[src/rtl/rv32i_mem_arbiter.sv]
// Shares one memory port between fetch (IF) and data (DM). A transaction goes IDLE -> ISSUE -> DONE, so it takes 3 cycles plus memory wait cycles. DM has priority over IF.
// Each requester holds its request until it sees its ack. Define MEM_ARB_STARVE_GUARD_EN to cap how many DM grants in a row can lock out a pending IF.
module rv32i_mem_arbiter #(
    parameter int WIDTH      = 32,
    parameter int STARVE_MAX = 4
) (
    input  logic             clk,
    input  logic             rst,
    input  logic             i_if_req,
    input  logic [WIDTH-1:0] i_if_addr,
    output logic [WIDTH-1:0] o_if_rdata,
    output logic             o_if_ack,
    input  logic             i_dm_req,
    input  logic             i_dm_we,
    input  logic [3:0]       i_dm_be,
    input  logic [WIDTH-1:0] i_dm_addr,
    input  logic [WIDTH-1:0] i_dm_wdata,
    output logic [WIDTH-1:0] o_dm_rdata,
    output logic             o_dm_ack,
    output logic             o_mem_req,
    output logic             o_mem_we,
    output logic [3:0]       o_mem_be,
    output logic [WIDTH-1:0] o_mem_addr,
    output logic [WIDTH-1:0] o_mem_wdata,
    input  logic [WIDTH-1:0] i_mem_rdata,
    input  logic             i_mem_ack
);

    typedef enum logic [1:0] {IDLE, ISSUE, DONE} state_t;

    state_t           state_q, state_d;
    logic             owner_if_q, owner_if_d;
    logic             mem_we_q, mem_we_d;
    logic [3:0]       mem_be_q, mem_be_d;
    logic [WIDTH-1:0] mem_addr_q, mem_addr_d;
    logic [WIDTH-1:0] mem_wdata_q, mem_wdata_d;
    logic [WIDTH-1:0] if_rdata_q, if_rdata_d;
    logic [WIDTH-1:0] dm_rdata_q, dm_rdata_d;
    logic             force_if, grant_if, grant_dm;

`ifdef MEM_ARB_STARVE_GUARD_EN
    localparam int CW = ($clog2(STARVE_MAX + 1) > 3) ? $clog2(STARVE_MAX + 1) : 3;
    logic [CW-1:0] starve_q, starve_d;

    assign force_if = i_if_req && (starve_q == CW'(STARVE_MAX));

    // Counts DM wins over a waiting IF, saturating at the threshold.
    always_comb begin
        starve_d = starve_q;
        if (grant_if)
            starve_d = '0;
        else if (grant_dm && i_if_req && (starve_q != CW'(STARVE_MAX)))
            starve_d = starve_q + 1'b1;
    end

    always_ff @(posedge clk or negedge rst) begin
        if (!rst) starve_q <= '0;
        else      starve_q <= starve_d;
    end
`else
    logic [31:0] unused_starve_max;
    assign unused_starve_max = 32'(STARVE_MAX);
    assign force_if          = 1'b0;
`endif

    assign grant_dm = (state_q == IDLE) && i_dm_req && !force_if;
    assign grant_if = (state_q == IDLE) && i_if_req && !grant_dm;

    always_comb begin
        state_d     = state_q;
        owner_if_d  = owner_if_q;
        mem_we_d    = mem_we_q;
        mem_be_d    = mem_be_q;
        mem_addr_d  = mem_addr_q;
        mem_wdata_d = mem_wdata_q;
        if_rdata_d  = if_rdata_q;
        dm_rdata_d  = dm_rdata_q;
        case (state_q)
            IDLE: begin
                if (grant_dm) begin
                    state_d     = ISSUE;
                    owner_if_d  = 1'b0;
                    mem_we_d    = i_dm_we;
                    mem_be_d    = i_dm_be;
                    mem_addr_d  = i_dm_addr;
                    mem_wdata_d = i_dm_wdata;
                end else if (grant_if) begin
                    state_d    = ISSUE;
                    owner_if_d = 1'b1;
                    mem_we_d   = 1'b0;
                    mem_be_d   = 4'hF;
                    mem_addr_d = i_if_addr;
                end
            end
            ISSUE: begin
                if (i_mem_ack) begin
                    state_d = DONE;
                    // Stores leave the owner's read data untouched.
                    if (!mem_we_q) begin
                        if (owner_if_q) if_rdata_d = i_mem_rdata;
                        else            dm_rdata_d = i_mem_rdata;
                    end
                end
            end
            DONE:    state_d = IDLE;
            default: state_d = IDLE;
        endcase
    end

    always_ff @(posedge clk or negedge rst) begin
        if (!rst) begin
            state_q     <= IDLE;
            owner_if_q  <= 1'b0;
            mem_we_q    <= 1'b0;
            mem_be_q    <= '0;
            mem_addr_q  <= '0;
            mem_wdata_q <= '0;
            if_rdata_q  <= '0;
            dm_rdata_q  <= '0;
        end else begin
            state_q     <= state_d;
            owner_if_q  <= owner_if_d;
            mem_we_q    <= mem_we_d;
            mem_be_q    <= mem_be_d;
            mem_addr_q  <= mem_addr_d;
            mem_wdata_q <= mem_wdata_d;
            if_rdata_q  <= if_rdata_d;
            dm_rdata_q  <= dm_rdata_d;
        end
    end

    // Request is decoded from state, so an async reset drops it immediately.
    assign o_mem_req   = (state_q == ISSUE);
    assign o_if_ack    = (state_q == DONE) &&  owner_if_q;
    assign o_dm_ack    = (state_q == DONE) && !owner_if_q;
    assign o_mem_we    = mem_we_q;
    assign o_mem_be    = mem_be_q;
    assign o_mem_addr  = mem_addr_q;
    assign o_mem_wdata = mem_wdata_q;
    assign o_if_rdata  = if_rdata_q;
    assign o_dm_rdata  = dm_rdata_q;

endmodule

[config.mk]
export PLATFORM = sky130hd
export DESIGN_NAME = rv32i_mem_arbiter
export DESIGN_NICKNAME = d
export VERILOG_FILES = /design/src/rtl/rv32i_mem_arbiter.sv
export SDC_FILE = /design/constraint.sdc
export NUM_CORES = 1
export LEC_CHECK = 0
export CAP_MARGIN = 40
export CORE_UTILIZATION = 35
export CTS_BUF_LIST = sky130_fd_sc_hd__clkbuf_8
export DETAILED_ROUTE_END_ITERATION = 8
export HOLD_SLACK_MARGIN = 0.02
export PLACE_DENSITY_LB_ADDON = 0.12
export SYNTH_ARGS = -nofsm -noshare
export SYNTH_HDL_FRONTEND = slang
export SYNTH_SLANG_ARGS = --single-unit
[constraint.sdc]
create_clock -name clk -period 2.04 [get_ports clk]
set_clock_uncertainty 0.1 [all_clocks]
set_input_delay 0.306 -clock clk [delete_from_list [all_inputs] [get_ports clk]]
set_output_delay 0.306 -clock clk [all_outputs]
set_load 0.02 [all_outputs]
**Clock network drawn from the DEF**

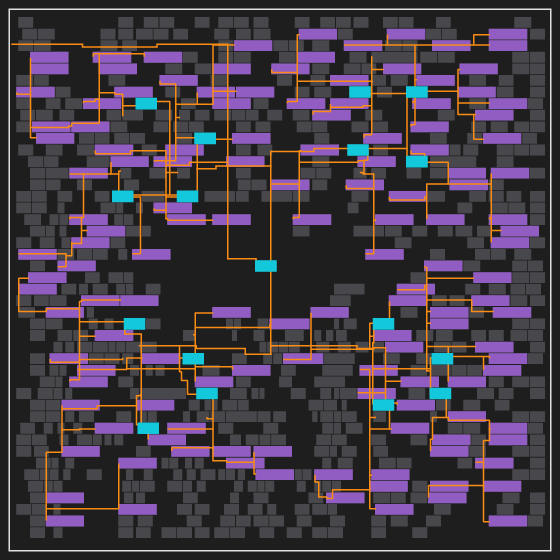
legend:
  flip-flops:
    colour: purple
    count: 136
  clock drivers:
    colour: cyan
    count: 17
  clock wires:
    colour: orange
    length: 1760 µm
routed clock nets: 18

**Met1 routing**

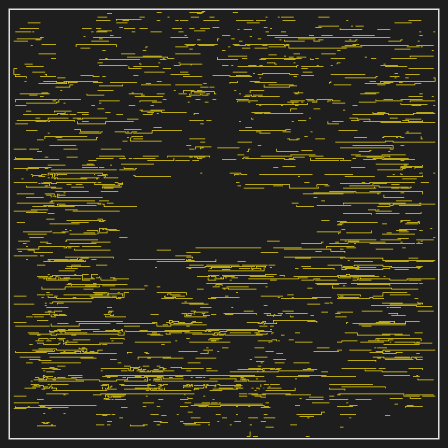
nets with wire on the layer: 686
longest straight run: 44.2 µm

==> results_slide.txt <==
Run Summary

Power and ir drop
  – Sequential cell fraction of total power: 34.1%
  – Worst ir drop on vdd: 0.000697 V
  – Net switching power: 5.20 mW
  – Part of the power in the clock network: between 10% and 20%
  – Internal power summed over all cells: a little over 9 mW
  – Logic pwr share: 49.3%
  – Power density normalized to cell area: 1610 mW/mm²

Floorplan
  – Initial core utilization: ~36%
  – Number of rows in the core area: 45
  – I/O pin total: roughly 270
  – Chip area: 0.0160 mm²
  – Vertical die dimension: between 100 and 150 µm
  – Width of the die: about 130 µm
  – Area inside the core boundary: approximately 0.015 mm²

STA
  – Post-Route Hold Slack: 0.217 ns
  – Final Max-Slew Violation Tally: 0
  – Setup repair after global routing missed its margin: false
  – Rel. slew slack: 77.3%
  – Min Clock Period, post-route: ~1.9 ns
  – Peak clock frequency supported by timing: between 500 and 600 MHz
  – Tightest Pin Transition: 0.341 ns

Setup path
  – Worst setup path class: flip-flop to output port
  – Startpoint types: flip-flop
  – Required time of the critical path: 1.63 ns
  – Sort of element at the end of the critical path: output port
  – Worst Path Arrival: 1.51 ns
  – Worst Path Max Fanout: 11

Global route
  – Maximum number of pins on one net before global-route repair: 44
  – Antenna violations before repair: 0
  – Number of global-route vias before repair: 4706
  – Global-route wire length before repair: 24700 µm

Clock tree
  – H-tree levels: 4
  – TritonCTS clock tree: done
  – # Post-CTS Setup Buffers: 0
  – Largest buffer count on any clock path: 2
  – Number of sinks on the clock net: between 100 and 150
  – CTS-repair resized insts: 5
  – Insertion delay of the later-clocked pin in the worst-skew pair: 0.44 ns
  – Post-CTS clock slew at the launch and capture registers of the worst setup and hold paths: 0.08 ns
  – Root buffer selected by CTS: sky130_fd_sc_hd__clkbuf_8
  – Number of buffers inserted for hold repair after clock tree synthesis: 1

Synthesis
  – Number of register bits inferred by synthesis: 136
  – Top_reg_cell synth: sky130_fd_sc_hd__dfrtp_1
  – Post-synthesis instance area: 0.00544 mm²
  – Synth Seq Share: 62.5%
  – Instance tally after logic synthesis: 385
  – Async S/R FF share, synth: 100%
  – Number of distinct library cell variants in the gate-level netlist after synthesis: 30
  – Syn Nets: roughly 520

Drt
  – Antenna viol nets, final: 0
  – Detailed-route via count: 4414
  – Post-detailed-routing wire length: 15500 µm
  – Post-route DRC: 0
  – Number of vias per cell after detailed routing: 5.09
  – First DRT Iteration DRCs: 138

Layout
  – Number of filler instances in the final layout: about 1200
  – Most frequent logic cell in the layout: sky130_fd_sc_hd__clkdlybuf4s50_1
  – Layout cells sized above 1: 22.8%
  – Area added between synthesis and finish: 63.7%
  – ANT cells: 0
  – Design area: 0.00891 mm²
  – Top cells excl fill/tap: sky130_fd_sc_hd__clkdlybuf4s50_1 (269), sky130_fd_sc_hd__dfrtp_1 (134), sky130_fd_sc_hd__mux2_2 (92)

Placed design
  – Placed cell area: 0.00847 mm²
  – Final estimated routing congestion in global placement: 0.768
  – # port buffers: 273

Run
  – Max-capacitance violation count: 0

Run status
  – Result of the run: completed
**Routing congestion map**

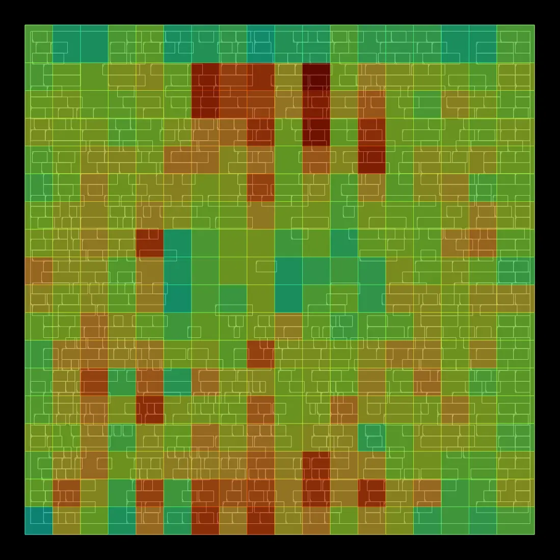
met1 usage in global routing: 22.5%
grt met3 use: 8.39%
GRT Max-Usage Layer: met2
total global routing track utilization: 20.1%
routed len/inst: 17.9 µm

==> sequential cells by signal, summed over array words and instances (netlist names) <==
register / count
o_mem_we: 1
owner_if_q: 1
o_if_rdata: 32
o_mem_be: 4
o_dm_rdata: 32
o_mem_addr: 32
o_mem_wdata: 32
state_q: 2
==> worst paths after layout <==
check,startpoint,end,slack (ns),cells past startpoint
max in group asynchronous,rst,o_if_rdata[5],1.03,3
setup / recovery,state_q[0],o_if_ack,0.12,2
min in group clk,i_dm_addr[3],o_mem_addr[3],0.36,3
setup reg to reg,state_q[0],o_mem_wdata[7],0.24,3
hold / removal,rst,o_dm_rdata[16],0.22,2
hold reg to reg,o_mem_be[3],o_mem_be[3],0.40,1
==> Yosys cell counts, types with 4 or more instances <==
master                     instances  share of area [%]
sky130_fd_sc_hd__a21oi_1          30                2.8
sky130_fd_sc_hd__buf_2            10               0.92
sky130_fd_sc_hd__buf_6             6                1.2
sky130_fd_sc_hd__clkbuf_1          8               0.55
sky130_fd_sc_hd__dfrtp_1         136                 63
sky130_fd_sc_hd__mux2_2           92                 19
sky130_fd_sc_hd__nor2_1            4               0.28
sky130_fd_sc_hd__nor4b_1           4               0.64
sky130_fd_sc_hd__o21ai_0           5               0.46
sky130_fd_sc_hd__o221a_2           4               0.83
sky130_fd_sc_hd__o22a_1            4               0.64
sky130_fd_sc_hd__o22ai_1          56                6.4
==> per-stage QoR <==
step           TNS [ns]  power (mW)  utilization [%]  setup WS (ns)  cells
6_report              0        14.3             58.6          0.120    867
5_1_grt               0        15.1             58.6         0.0536    867
3_3_place_gp     -0.345        11.8             55.7        -0.0247    834
2_1_floorplan         0        8.35                -          0.314    385
3_5_place_dp     -0.777        12.0             55.7        -0.0575    834
4_1_cts               0        14.4             58.6         0.0799    867
==> worst max-delay path, stage by stage, from the launching register on <==
cell and delay [ns]:
sky130_fd_sc_hd__dfrtp_2 0.48, sky130_fd_sc_hd__and3b_1 0.22, sky130_fd_sc_hd__dlygate4sd2_1 0.37
==> kinds of logic (layout without fill, tap and decap cells) <==
family | after synthesis | count (layout) | synth area share [%]
simple gates | 20 | 20 | 2.48
flops | 136 | 136 | 62.5
buf+inv | 32 | 326 | 3.50
compound gates | 101 | 101 | 11.4
mux | 96 | 96 | 20.1
==> power groups by stage <==
stage                     registers [mW]  logic (mW)  clock network (mW)
final                               4.87        7.06                2.38
after global routing                5.06        7.47                2.57
after CTS                           4.88        7.12                2.44
after detailed placement            4.91        7.11                   0
after global placement              4.85        7.00                   0
after floorplan                     6.46        1.90                   0
==> routing by layer <==
layer / track usage (%) / vias to the layer above / wire length [µm]
met4: 7.56 / 0 / 324
met5: 0 / - / 0
met3: 8.39 / 26 / 1480
met1: 22.5 / 2188 / 6080
li1: - / 1993 / -
met2: 34.1 / 207 / 7660
==> area by class of cell <==
cell class | instances | area (µm²) | share of cell area, %
clock buffers | 19 | 262 | 2.93
clock inverters | 13 | 169 | 1.90
inverters | 2 | 7.51 | 0.0843
multi-input cells | 217 | 1860 | 20.8
flip-flops and latches | 136 | 3410 | 38.2
well taps | 188 | 235 | 2.64
repair buffers | 292 | 2980 | 33.4
Power and IR drop assume default switching activity.
